**Wire density map**

23 x 32 tiles, from dark blue (low) to red (high), scaled to the fullest tile. Values are wire area over tile area, all layers added.
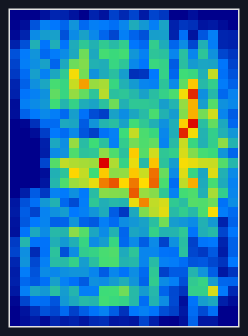
**M4 wires**

Cells faint in the background.
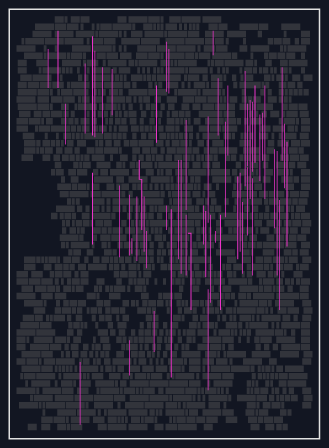
**Cell classes on the final placement**

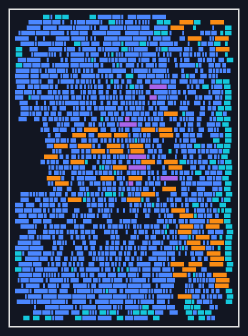
**Clock wiring as the flow saved it**

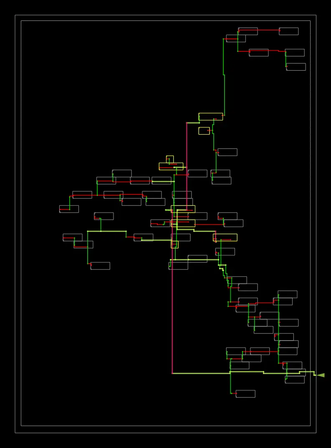
--- config.mk ---
export PLATFORM = sky130hd
export DESIGN_NAME = alg_ip_wave_window
export DESIGN_NICKNAME = d
export VERILOG_FILES = /design/src/rtl/alg_ip_wave_window.sv
export SDC_FILE = /design/constraint.sdc
export NUM_CORES = 1
export LEC_CHECK = 0
export CORE_ASPECT_RATIO = 1.4
export CORE_MARGIN = 2
export CORE_UTILIZATION = 66
export DETAILED_ROUTE_END_ITERATION = 12
export GPL_TIMING_DRIVEN = 0
export PLACE_DENSITY = 0.89
export SLEW_MARGIN = 40
export SYNTH_ARGS = -nofsm -noshare
export SYNTH_HDL_FRONTEND = slang
export SYNTH_SLANG_ARGS = --single-unit
export TNS_END_PERCENT = 30
--- constraint.sdc ---
create_clock -name clk -period 13.09 [get_ports clk]
set_clock_uncertainty 0.2 [all_clocks]
set_input_delay 3.927 -clock clk [delete_from_list [all_inputs] [get_ports clk]]
set_output_delay 3.927 -clock clk [all_outputs]
set_load 0.02 [all_outputs]
--- src/rtl/alg_ip_wave_window.sv ---
`timescale 1ns/1ps
// Purpose : frame-counted capture window with optional RUN/PAUSE duty cycling on one selected channel.
// Latency : every output is registered; events take effect on the edge after the triggering input.
// Backpr. : none; frm_done pulses are sampled every cycle and never stalled.
//
// Ports:
//   clk, rst_n           clock, synchronous active-low reset
//   frm_done             per-channel frame-done pulses
//   cfg_en               window enable; dropping it aborts to IDLE
//   ch_auto/ch_sel       auto channel pick (lowest active) or manual index
//   start_fr/stop_fr     window open/close frame numbers (0 = immediate / never)
//   high_cyc/low_cyc     RUN/PAUSE lengths in DUTY_SCALE cycles (either 0 disables pausing)
//   dump_active/_paused  window state; on/off/pause/unpause_pulse one-cycle strobes
//   frame_count          saturating count of selected frames; sel_ch/sel_valid selection
module alg_ip_wave_window #(
    parameter int NUM_CH     = 4,
    parameter int FRM_W      = 16,
    parameter int DUTY_SCALE = 1000,
    parameter int CYC_W      = 26,
    localparam int CH_W      = (NUM_CH > 1) ? $clog2(NUM_CH) : 1
) (
    input  logic              clk,
    input  logic              rst_n,
    input  logic [NUM_CH-1:0] frm_done,
    input  logic              cfg_en,
    input  logic              ch_auto,
    input  logic [CH_W-1:0]   ch_sel,
    input  logic [FRM_W-1:0]  start_fr,
    input  logic [FRM_W-1:0]  stop_fr,
    input  logic [15:0]       high_cyc,
    input  logic [15:0]       low_cyc,
    output logic              dump_active,
    output logic              dump_paused,
    output logic              on_pulse,
    output logic              off_pulse,
    output logic              pause_pulse,
    output logic              unpause_pulse,
    output logic [FRM_W-1:0]  frame_count,
    output logic [CH_W-1:0]   sel_ch,
    output logic              sel_valid
);

    generate
        if (NUM_CH < 1 || NUM_CH > 16) begin : g_bad_num_ch
            $error("alg_ip_wave_window: NUM_CH must be 1..16");
        end
        if ((64'd1 << CYC_W) <= (64'd65535 * 64'(DUTY_SCALE))) begin : g_bad_cyc_w
            $error("alg_ip_wave_window: CYC_W too narrow for 65535*DUTY_SCALE");
        end
    endgenerate

    typedef enum logic [1:0] {ST_IDLE, ST_RUN, ST_PAUSE, ST_DONE} state_t;

    localparam int EXT_W = 1 << CH_W;

    state_t             state_q, state_d;
    logic [FRM_W-1:0]   frame_q, frame_d;
    logic [CYC_W-1:0]   duty_q, duty_d;
    logic               auto_lock_q, auto_lock_d;
    logic [CH_W-1:0]    auto_ch_q, auto_ch_d;
    logic               active_q, active_d;
    logic               paused_q, paused_d;
    logic               on_q, on_d;
    logic               off_q, off_d;
    logic               pause_q, pause_d;
    logic               unpause_q, unpause_d;
    logic [CH_W-1:0]    sel_ch_q;
    logic               sel_valid_q;

    // Zero-extended so a manual index beyond NUM_CH reads a 0, never out of range.
    logic [EXT_W-1:0]   frm_ext;
    logic [CH_W-1:0]    low_idx;
    logic [CH_W-1:0]    cur_ch;
    logic               cur_valid;
    logic               auto_latch;
    logic               sel_frm;
    logic [FRM_W:0]     fc_p1;
    logic [FRM_W-1:0]   fc_sat;
    logic               start_hit, stop_hit, open_now, duty_en;
    logic [CYC_W-1:0]   high_load, low_load;

    assign frm_ext = EXT_W'(frm_done);

    // Channel selection. The auto-latch cycle already uses the new choice so
    // the very first frame that triggers the latch is counted.
    always_comb begin
        low_idx = '0;
        for (int i = NUM_CH - 1; i >= 0; i--) begin
            if (frm_done[i]) low_idx = CH_W'(i);
        end
        cur_ch     = '0;
        cur_valid  = 1'b0;
        auto_latch = 1'b0;
        if (!ch_auto) begin
            cur_ch    = ch_sel;
            cur_valid = ({1'b0, ch_sel} < (CH_W + 1)'(NUM_CH));
        end else if (cfg_en && auto_lock_q) begin
            cur_ch    = auto_ch_q;
            cur_valid = 1'b1;
        end else if (cfg_en && (|frm_done)) begin
            cur_ch     = low_idx;
            cur_valid  = 1'b1;
            auto_latch = 1'b1;
        end
    end

    always_comb begin
        auto_lock_d = auto_lock_q;
        auto_ch_d   = auto_ch_q;
        if (!cfg_en || !ch_auto) begin
            auto_lock_d = 1'b0;
            auto_ch_d   = '0;
        end else if (auto_latch) begin
            auto_lock_d = 1'b1;
            auto_ch_d   = low_idx;
        end
    end

    assign sel_frm = cfg_en && cur_valid && frm_ext[cur_ch];

    // One extra bit so frame_count+1 never wraps into a false match.
    assign fc_p1     = {1'b0, frame_q} + (FRM_W + 1)'(1);
    assign fc_sat    = fc_p1[FRM_W] ? frame_q : fc_p1[FRM_W-1:0];
    assign start_hit = sel_frm && (fc_p1 == {1'b0, start_fr});
    assign stop_hit  = sel_frm && (fc_p1 == {1'b0, stop_fr}) && (stop_fr > start_fr);
    assign open_now  = (start_fr == '0) || start_hit;
    assign duty_en   = (high_cyc != '0) && (low_cyc != '0);
    assign high_load = CYC_W'(high_cyc) * CYC_W'(DUTY_SCALE) - CYC_W'(1);
    assign low_load  = CYC_W'(low_cyc) * CYC_W'(DUTY_SCALE) - CYC_W'(1);

    // State register
    always_ff @(posedge clk) begin
        if (!rst_n) state_q <= ST_IDLE;
        else        state_q <= state_d;
    end

    // Next-state logic; a stop trigger takes priority over a duty expiry.
    always_comb begin
        state_d = state_q;
        if (!cfg_en) begin
            state_d = ST_IDLE;
        end else begin
            case (state_q)
                ST_IDLE:  if (open_now) state_d = ST_RUN;
                ST_RUN: begin
                    if (stop_hit)                          state_d = ST_DONE;
                    else if (duty_en && duty_q == '0)      state_d = ST_PAUSE;
                end
                ST_PAUSE: begin
                    if (stop_hit)                          state_d = ST_DONE;
                    else if (!duty_en || duty_q == '0)     state_d = ST_RUN;
                end
                default:  state_d = ST_DONE;
            endcase
        end
    end

    // Output / datapath next values
    always_comb begin
        frame_d   = frame_q;
        duty_d    = duty_q;
        on_d      = 1'b0;
        off_d     = 1'b0;
        pause_d   = 1'b0;
        unpause_d = 1'b0;
        if (!cfg_en) begin
            frame_d = '0;
            duty_d  = '0;
            off_d   = (state_q == ST_RUN) || (state_q == ST_PAUSE);
        end else begin
            if (sel_frm) frame_d = fc_sat;
            case (state_q)
                ST_IDLE: begin
                    duty_d = '0;
                    if (open_now) begin
                        on_d   = 1'b1;
                        duty_d = duty_en ? high_load : '0;
                    end
                end
                ST_RUN: begin
                    if (stop_hit) begin
                        off_d  = 1'b1;
                        duty_d = '0;
                    end else if (!duty_en) begin
                        duty_d = '0;
                    end else if (duty_q == '0) begin
                        pause_d = 1'b1;
                        duty_d  = low_load;
                    end else begin
                        duty_d = duty_q - CYC_W'(1);
                    end
                end
                ST_PAUSE: begin
                    if (stop_hit) begin
                        off_d  = 1'b1;
                        duty_d = '0;
                    end else if (!duty_en) begin
                        // Pausing switched off mid-pause: resume and park the counter.
                        unpause_d = 1'b1;
                        duty_d    = '0;
                    end else if (duty_q == '0) begin
                        unpause_d = 1'b1;
                        duty_d    = high_load;
                    end else begin
                        duty_d = duty_q - CYC_W'(1);
                    end
                end
                default: duty_d = '0;
            endcase
        end
        active_d = (state_d == ST_RUN) || (state_d == ST_PAUSE);
        paused_d = (state_d == ST_PAUSE);
    end

    always_ff @(posedge clk) begin
        if (!rst_n) begin
            frame_q     <= '0;
            duty_q      <= '0;
            auto_lock_q <= 1'b0;
            auto_ch_q   <= '0;
            active_q    <= 1'b0;
            paused_q    <= 1'b0;
            on_q        <= 1'b0;
            off_q       <= 1'b0;
            pause_q     <= 1'b0;
            unpause_q   <= 1'b0;
            sel_ch_q    <= '0;
            sel_valid_q <= 1'b0;
        end else begin
            frame_q     <= frame_d;
            duty_q      <= duty_d;
            auto_lock_q <= auto_lock_d;
            auto_ch_q   <= auto_ch_d;
            active_q    <= active_d;
            paused_q    <= paused_d;
            on_q        <= on_d;
            off_q       <= off_d;
            pause_q     <= pause_d;
            unpause_q   <= unpause_d;
            sel_ch_q    <= cur_ch;
            sel_valid_q <= cur_valid;
        end
    end

    assign dump_active   = active_q;
    assign dump_paused   = paused_q;
    assign on_pulse      = on_q;
    assign off_pulse     = off_q;
    assign pause_pulse   = pause_q;
    assign unpause_pulse = unpause_q;
    assign frame_count   = frame_q;
    assign sel_ch        = sel_ch_q;
    assign sel_valid     = sel_valid_q;

endmodule

==> flow_summary_export.csv <==
group,metric,value,unit
run_status,status,"finished, final reports clean",
route,ant_nets,0,
placement,dpl_worst_slack,3050,ps
final_timing,finalSetupViolCount,0,
layout,largestClassByArea,"logic gates",
layout,comb_share,72.9,%
route,viasPerCell,6.09,
clock_tree,clkTransAtPathRegs,80,ps
worst_setup_path,crit_path_max_incr_delay,690,ps
final_timing,min_period,9780,ps
final_timing,fin_tns_setup,0,ps
worst_setup_path,r2r-end,"duty_q[19]",
final_timing,worstMarginPinSlew,689,ps
clock_tree,cts_sinks,56,
synth,edf_count,0,
min_path,hp-class,"flop to flop",
synth,adder_share,34.5,%
min_path,hold_depth,2,
final_timing,timing.hold.ws,307,ps
layout,logic_area,9400,µm²
synth,flop_cell,"dfxtp_1",
final_timing,period_used_share,74.7,%
synth,synth_area,11500,µm²
clock_tree,cts.root.buffer_cell,"clkbuf_16",
grt,grt_pass1_wl,49.1,mm
die,die-area,18500,µm²
grt,antenna_found_initial,0,
die,initial_utilization,66.7,%
worst_setup_path,crit_buf_inv,5,
grt,track_usage,32.6,%
grt,grt_max_degree,20,
min_path,hold-path-endpoint,"auto_ch_q[1]",
layout,antenna_cells,0,
placement,dp_hpwl,24.6,mm
worst_setup_path,cp.depth,19,
die,die_h,160,µm
grt,grt-ovfl-total,0,
clock_tree,post_cts_buffers,0,
synth,simple_gate_area_share,20.4,%
layout,inverters,192,
job,warnings,53,
layout,area_growth,12.5,%
synth,postSynth.asyncResetShare,0,%
placement,gp_congestion,1.01,
min_path,hold_start,"auto_ch_q[1]",
power,total_power,2.40,mW
layout,buffer_area_share,9.30,%
route,drt-pass1-iter-count,6,
clock_tree,insertion_delay,310,ps
synth,mux_share,0.699,%
synth,synth_cell_types,85,
synth,yosys.stat.seqShare,9.78,%
layout,lay_top_cells,"inv_1 (192), ha_1 (143), fa_1 (108), nor2_1 (104), clkdlybuf4s50_1 (98)",
worst_setup_path,ff2ff_path_depth,12,
worst_setup_path,path_common_cell,"fa_1",
job,cap_violations,0,
worst_setup_path,worstPathArrival,9780,ps
final_timing,setup_slack,3310,ps
clock_tree,clockBufferDepth,2,
worst_setup_path,r2r_start,"frame_count[1]",
route,vias,10624,
worst_setup_path,crit_required,13090,ps
layout,n_all_buffers,145,
final_timing,max_freq,0.102,GHz
synth,yosys_area,11500,µm²
power,power_leakage,5.77,nW
route,avgRoutedWirePerCell,16.8,µm
layout,drive_above_1_share,3.91,%
die,tap_cells,236,
worst_setup_path,crit_start,"high_cyc[0]",
clock_tree,cts_resized,0,
worst_setup_path,path_cells,"clkdlybuf4s50_1 -> fa_1 -> inv_1 -> fa_1 -> fa_1 -> fa_1 -> inv_1 -> ha_1 -> clkbuf_1 -> nand4_1 -> a211oi_1 -> o21ai_0 -> a21oi_1 -> xnor2_1 -> inv_1 -> nor4_1 -> xnor2_1 -> a22oi_1 -> o21ai_1",
clock_tree,cts_tree,"done",
synth,synth.avg_cell_area,8.17,µm²
worst_setup_path,cp-endpoint,"duty_q[21]",
synth,synth_flops,56,
-- 'wire density map' (at the start) --
- mean over tiles: 0.26
- nearly empty tiles: 5.7%
- fullest tile: 0.81
- tiles over half the peak: 18%

-- 'M4 wires' (at the start) --
- wire length on this layer: 1580 µm
- nets with wire on the layer: 58
- share of all routed wire: 5.4%

-- 'cell classes on the final placement' (at the start) --
- all other logic: blue (cells 1299)
- flip-flops: orange (cells 56)
- clock drivers and dummy loads: purple (cells 8)
- other buffers and delay cells: cyan (cells 145)
core box area: 17200 µm²
post-route design area: 12900 µm²

-- 'clock wiring as the flow saved it' (at the start) --
sequential cell count: 56
clkbuf count: 5

## registers in the layout, indices dropped and copies added, names as in the netlist
signal         flops
duty_q            26
frame_count       16
auto_ch_q          2
sel_ch             2
state_q            2
auto_lock_q        1
dump_active        1
dump_paused        1
off_pulse          1
on_pulse           1
pause_pulse        1
sel_valid          1
unpause_pulse      1
## report_power, final
part / total (mW) / switching, mW / internal, mW
Combinational: 2.09 / 1.25 / 0.836
Sequential: 0.171 / 0.000370 / 0.171
Clock: 0.143 / 0.0701 / 0.0726
## per-layer routing
layer  routed length (µm)  GRT usage [%]
met5                    0              0
met4                 1580           16.3
met3                 1560           3.30
met2                15200           59.7
met1                11000           36.7
Power figures rest on the tool's default switching activity, not on a simulated workload.
